File: config.mk
export PLATFORM = sky130hd
export DESIGN_NAME = fetch_top
export DESIGN_NICKNAME = d
export VERILOG_FILES = /design/src/rtl/fetch_top.sv
export SDC_FILE = /design/constraint.sdc
export NUM_CORES = 1
export LEC_CHECK = 0
export ABC_AREA = 1
export CORE_UTILIZATION = 56
export CTS_BUF_LIST = sky130_fd_sc_hd__clkbuf_16
export DETAILED_ROUTE_END_ITERATION = 16
export PLACE_DENSITY = 0.93
export REMOVE_ABC_BUFFERS = 1
export SETUP_SLACK_MARGIN = 0.5
export SLEW_MARGIN = 20
export SYNTH_ARGS = -nofsm -noshare
export SYNTH_HDL_FRONTEND = slang
export SYNTH_SLANG_ARGS = --single-unit
File: constraint.sdc
create_clock -name clk -period 3.62 [get_ports clk]
set_clock_uncertainty 0.2 [all_clocks]
set_input_delay 0.543 -clock clk [delete_from_list [all_inputs] [get_ports clk]]
set_output_delay 0.543 -clock clk [all_outputs]
set_load 0.005 [all_outputs]
File: src/rtl/fetch_top.sv
// IF stage: owns the PC, fetches over a req/ready memory handshake and registers the IF/ID boundary.
// Optional `FETCH_PERF_EN` adds the perf_fetched / perf_wait event counters.
module fetch_top #(
    parameter int unsigned           ADDR_SIZE  = 32,
    parameter int unsigned           INSTR_SIZE = 32,
    parameter logic [ADDR_SIZE-1:0]  BOOT_ADDR  = 32'h0000_1000,
    parameter logic [INSTR_SIZE-1:0] NOP_INSTR  = 32'h0000_0000
) (
    input  logic                  clk,
    input  logic                  reset,
    input  logic                  stall,
    input  logic                  branch_taken,
    input  logic [ADDR_SIZE-1:0]  branch_target,
    output logic                  imem_req,
    output logic [ADDR_SIZE-1:0]  imem_addr,
    input  logic                  imem_ready,
    input  logic [INSTR_SIZE-1:0] imem_data,
    output logic [ADDR_SIZE-1:0]  out_pc,
    output logic [INSTR_SIZE-1:0] out_instr,
    output logic                  out_valid
`ifdef FETCH_PERF_EN
    ,
    output logic [31:0]           perf_fetched,
    output logic [31:0]           perf_wait
`endif
);

    typedef enum logic [1:0] {StReq, StHold, StDrop} state_t;

    state_t                  state_q;
    logic [ADDR_SIZE-1:0]    pc_q;
    logic [ADDR_SIZE-1:0]    drop_q;
    logic [INSTR_SIZE-1:0]   hold_q;
    logic [ADDR_SIZE-1:0]    pc_inc;

    // Gated by reset so a pending request is abandoned as soon as reset asserts.
    assign imem_req  = reset && (state_q != StHold);
    assign imem_addr = (state_q == StDrop) ? drop_q : pc_q;
    assign pc_inc    = pc_q + ADDR_SIZE'(4);

    always_ff @(posedge clk or negedge reset) begin
        if (!reset) begin
            state_q   <= StReq;
            pc_q      <= BOOT_ADDR;
            drop_q    <= '0;
            hold_q    <= NOP_INSTR;
            out_pc    <= '0;
            out_instr <= NOP_INSTR;
            out_valid <= 1'b0;
        end else if (branch_taken) begin
            pc_q      <= branch_target & ~ADDR_SIZE'(3);
            out_instr <= NOP_INSTR;
            out_valid <= 1'b0;
            hold_q    <= NOP_INSTR;
            // An unaccepted request must keep its address until memory answers it.
            if (state_q == StReq && !imem_ready) begin
                drop_q  <= pc_q;
                state_q <= StDrop;
            end else if (state_q != StDrop) begin
                state_q <= StReq;
            end
        end else begin
            unique case (state_q)
                StReq: begin
                    if (imem_ready && stall) begin
                        hold_q  <= imem_data;
                        state_q <= StHold;
                    end else if (imem_ready) begin
                        out_pc    <= pc_q;
                        out_instr <= imem_data;
                        out_valid <= 1'b1;
                        pc_q      <= pc_inc;
                    end else if (!stall) begin
                        out_instr <= NOP_INSTR;
                        out_valid <= 1'b0;
                    end
                end
                StHold: begin
                    if (!stall) begin
                        out_pc    <= pc_q;
                        out_instr <= hold_q;
                        out_valid <= 1'b1;
                        pc_q      <= pc_inc;
                        state_q   <= StReq;
                    end
                end
                StDrop: begin
                    if (imem_ready) begin
                        out_instr <= NOP_INSTR;
                        out_valid <= 1'b0;
                        state_q   <= StReq;
                    end else if (!stall) begin
                        out_instr <= NOP_INSTR;
                        out_valid <= 1'b0;
                    end
                end
                default: state_q <= StReq;
            endcase
        end
    end

`ifdef FETCH_PERF_EN
    logic deliver;

    assign deliver = !branch_taken && !stall &&
                     ((state_q == StReq && imem_ready) || state_q == StHold);

    always_ff @(posedge clk or negedge reset) begin
        if (!reset) begin
            perf_fetched <= '0;
            perf_wait    <= '0;
        end else begin
            if (deliver) perf_fetched <= perf_fetched + 32'd1;
            if (imem_req && !imem_ready) perf_wait <= perf_wait + 32'd1;
        end
    end
`endif

endmodule

==> run_1/clock_nets.png <==
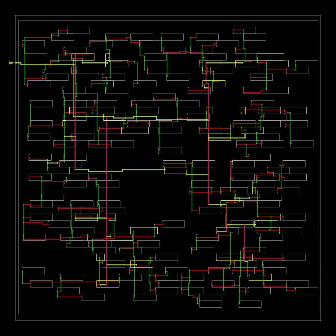
clk sinks: 157
number of clock buffers in the layout: 17

==> run_1/floorplan.png <==
Pins as bars on the die edge. Tap cells in gray.
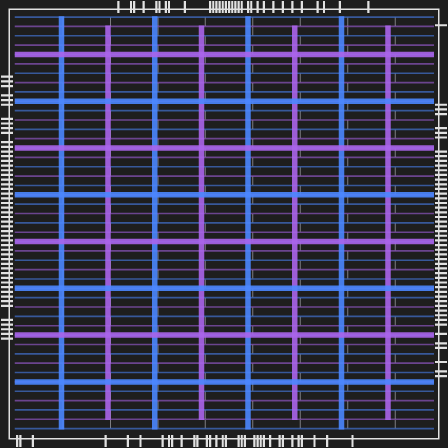
- VDD: purple
- VSS: blue
- signal pins: 167
- tap cells: 184
- met4 straps: 8
- met5 straps: 8

==> run_1/gates.png <==
Scale bar: 20 um.
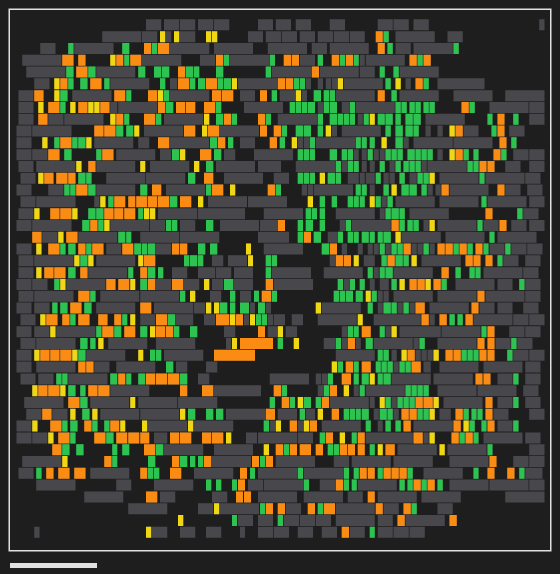
- inv cells: yellow (cells 117)
- nand cells: green (cells 419; where all over the die)
- aoi and oai cells: orange (cells 267; where all over the die)
Comb area share: 34.70%
most frequent logic cell in the layout: nand2_1

==> flow_metrics.env, run 1 <==
# implementation run metrics
export IMPL_core_area_sq_um=14590
export IMPL_cts_clk_slew_worst_paths_ns=0.06
export IMPL_clockNetworkAreaShare_pct=5.847
export IMPL_grt_use_met2_pct=51.06
export IMPL_path_depth=11
export IMPL_finalSetupViolCount=0
export IMPL_grt_pass1_vias=8054
export IMPL_power_internal_uw=5636
export IMPL_dp_slack_ns=0.3555
export IMPL_tool_warnings=30
export IMPL_place_hpwl_mm=14.64
export IMPL_dpl_cell_count=1419
export IMPL_ys_chip_area_sq_um=8398
export IMPL_outcome="finished, final reports clean"
export IMPL_powerClk_uw=1930
export IMPL_p_per_area_nw_per_um2=854.7
export IMPL_ys_warn_count=0
export IMPL_pg_seq_uw=3090
export IMPL_inv_count=117
export IMPL_synth_avg_cell_area_sq_um=7.438
export IMPL_cts_hold_buffers=1
export IMPL_top_area_share_pct=46.48
export IMPL_reg2reg_to="out_instr[21]"
export IMPL_wl_per_cell_um=16.24
export IMPL_cts_buffers=17
export IMPL_crit_path_start_kind="primary input"
export IMPL_cts_tree="built"
export IMPL_pwr_share_comb_pct=45.5
export IMPL_die_w_um=124.5
export IMPL_stdcell_count=1456
export IMPL_rrSetupSlack_ns=1.09
export IMPL_busiest_layer="met2"
export IMPL_top_layer="met4"
run 1: placed cells by master (no fill, tap or decap), types with 5 or more instances in the layout:
master and n:
o211ai_1 65, o21ai_0 136, o22ai_1 39, nand2_1 312
a21oi_1 14, dfrtp_1 156, inv_1 117, nor2_1 80
clkdlybuf4s50_1 159, nand3_1 105, o21ai_1 6, bufinv_16 5
buf_4 19, clkbuf_16 17
run 1: registers in the layout (all words and copies together) (netlist names):
register / count
hold_q: 32
out_instr: 32
drop_q: 30
out_pc: 30
pc_q: 30
state_q: 2
out_valid: 1
run 1: cells by family after synthesis:
family	count (synthesis)	share of synthesized area, %
adder cells (fa/ha/maj)	5	0.7449
buffers and inverters	193	9.461
flip-flops	157	46.80
other	1	0.04465
AND-OR/OR-AND	267	18.58
AND/OR/NAND/NOR	506	24.37
==> run_1/clock_wires.png <==
Scale bar: 20 um.
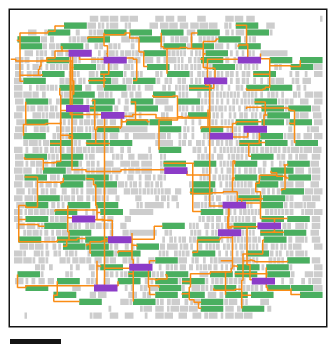

==> run 2, diff against run 1 <==
--- a/config.mk
+++ b/config.mk
@@ -6,10 +6,10 @@
 export NUM_CORES = 1
 export LEC_CHECK = 0
 export ABC_AREA = 1
-export CORE_UTILIZATION = 56
+export CORE_UTILIZATION = 47
 export CTS_BUF_LIST = sky130_fd_sc_hd__clkbuf_16
 export DETAILED_ROUTE_END_ITERATION = 16
-export PLACE_DENSITY = 0.93
+export PLACE_DENSITY = 0.84
 export REMOVE_ABC_BUFFERS = 1
 export SETUP_SLACK_MARGIN = 0.5
 export SLEW_MARGIN = 20
==> constraint.sdc (replaced) <==
create_clock -name clk -period 2.5 [get_ports clk]
set_clock_uncertainty 0.2 [all_clocks]
set_input_delay 0.375 -clock clk [delete_from_list [all_inputs] [get_ports clk]]
set_output_delay 0.375 -clock clk [all_outputs]
set_load 0.005 [all_outputs]
==> run_2/clock_wires.png <==
Scale bar: 50 um.
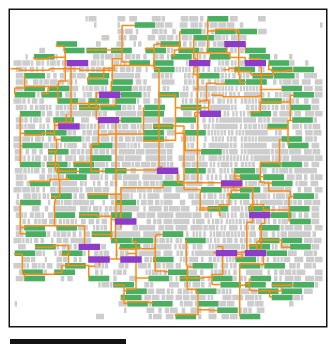
- clock-net drivers: purple (count 17)
- clock wires: orange (length 2,060 um)
- flip-flops: green (count 157)
- routed clock nets: 18
- flops lie: all over the die
clk ins delay skew pair: 0.43 ns
Clock group: 2700 uW
Clock power frac: 16.4%

==> run 2 against run 1 <==
Largest power group unchanged. Sequential power is 52% higher. Power increased by 79%. Cell count increased by 7.7%. Clock power grew about 40%. Global-route usage decreased by 0.27 points. First-iteration DRC count is 27% higher. Synthesized area is the same. Largest cell class is now combinational gates. Critical endpoint is now imem_addr[22]. Via count increased by 9.6%. Sequential share of layout area shrank 5.8 points. Sequential cell count unchanged. Register-to-register slack worse by 0.89 ns.
==> flow_metrics.env, run 2 <==
# implementation run metrics
export IMPL_cts_hold_buffers=1
export IMPL_crit_path_start_kind="flip-flop"
export IMPL_regArea_sq_um=3933
export IMPL_layout_top_cell="nand2_1"
export IMPL_inv_count=117
export IMPL_cts_tree="built"
export IMPL_outcome="finished, final reports clean"
export IMPL_pg_seq_uw=4690
export IMPL_stdcell_count=1568
export IMPL_power_internal_uw=9611
export IMPL_tool_warnings=34
export IMPL_top_area_share_pct=46.48
export IMPL_cts_clk_slew_worst_paths_ns=0.07
export IMPL_busiest_layer="met2"
export IMPL_lay_top_cells="247 x nand2_1, 154 x dfrtp_1, 121 x clkdlybuf4s50_1, 110 x inv_1, 105 x nand3_1"
export IMPL_clock_sinks=157
export IMPL_drv_cap=0
export IMPL_sh_comb_area_pct=35.18
export IMPL_path_depth=8
export IMPL_place_hpwl_mm=14.91
export IMPL_grt_setup_unrepaired="true"
export IMPL_p_sw_share_pct=41.60
export IMPL_ys_chip_area_sq_um=8398
export IMPL_cp_end_kind="output port"
export IMPL_top_layer="met5"
export IMPL_maxPowerGroup="combinational logic"
export IMPL_reg2reg_to="out_instr[1]"
export IMPL_ios=167
export IMPL_grt_use_met2_pct=50.77
export IMPL_pwr_share_comb_pct=55.1
export IMPL_dpl_cell_count=1471
export IMPL_core_area_sq_um=17360
export IMPL_reg_largest_list="hold_q x32, out_instr x32"
export IMPL_cts_buffers=17
export IMPL_p_per_area_nw_per_um2=1282
export IMPL_r2r_start="state_q[1]"
export IMPL_rows=48
export IMPL_max_freq_ghz=0.4335
export IMPL_ys_warn_count=0
export IMPL_clockNetworkAreaShare_pct=4.657
export IMPL_layout_nets=1404
export IMPL_finalSetupViolCount=0
export IMPL_grt_pass1_vias=8374
export IMPL_synth_avg_cell_area_sq_um=7.438
==> run 2: per-stage QoR <==
step | setup TNS, ns | util, % | hold slack (ns) | total power, uW | setup WS, ns
6_report | 0 | 73.99 | 0.2814 | 16460 | 0.1931
4_1_cts | 0 | 68.07 | 0.2883 | 14570 | 0.2038
2_1_floorplan | -147.34 | - | -0.1206 | 7358 | -3.046
3_3_place_gp | 0 | 59.61 | 0.2650 | 10360 | 0.1510
5_1_grt | 0 | 73.99 | 0.3141 | 17280 | 0.1370
3_5_place_dp | 0 | 59.61 | 0.2723 | 10560 | 0.1414
==> run 2: cells by family after synthesis <==
family	share of synthesized area (%)
AND-OR/OR-AND	18.58
flip-flops	46.80
AND/OR/NAND/NOR	24.37
other	0.04465
buffers and inverters	9.461
adder cells (fa/ha/maj)	0.7449
Power and IR drop assume default switching activity.
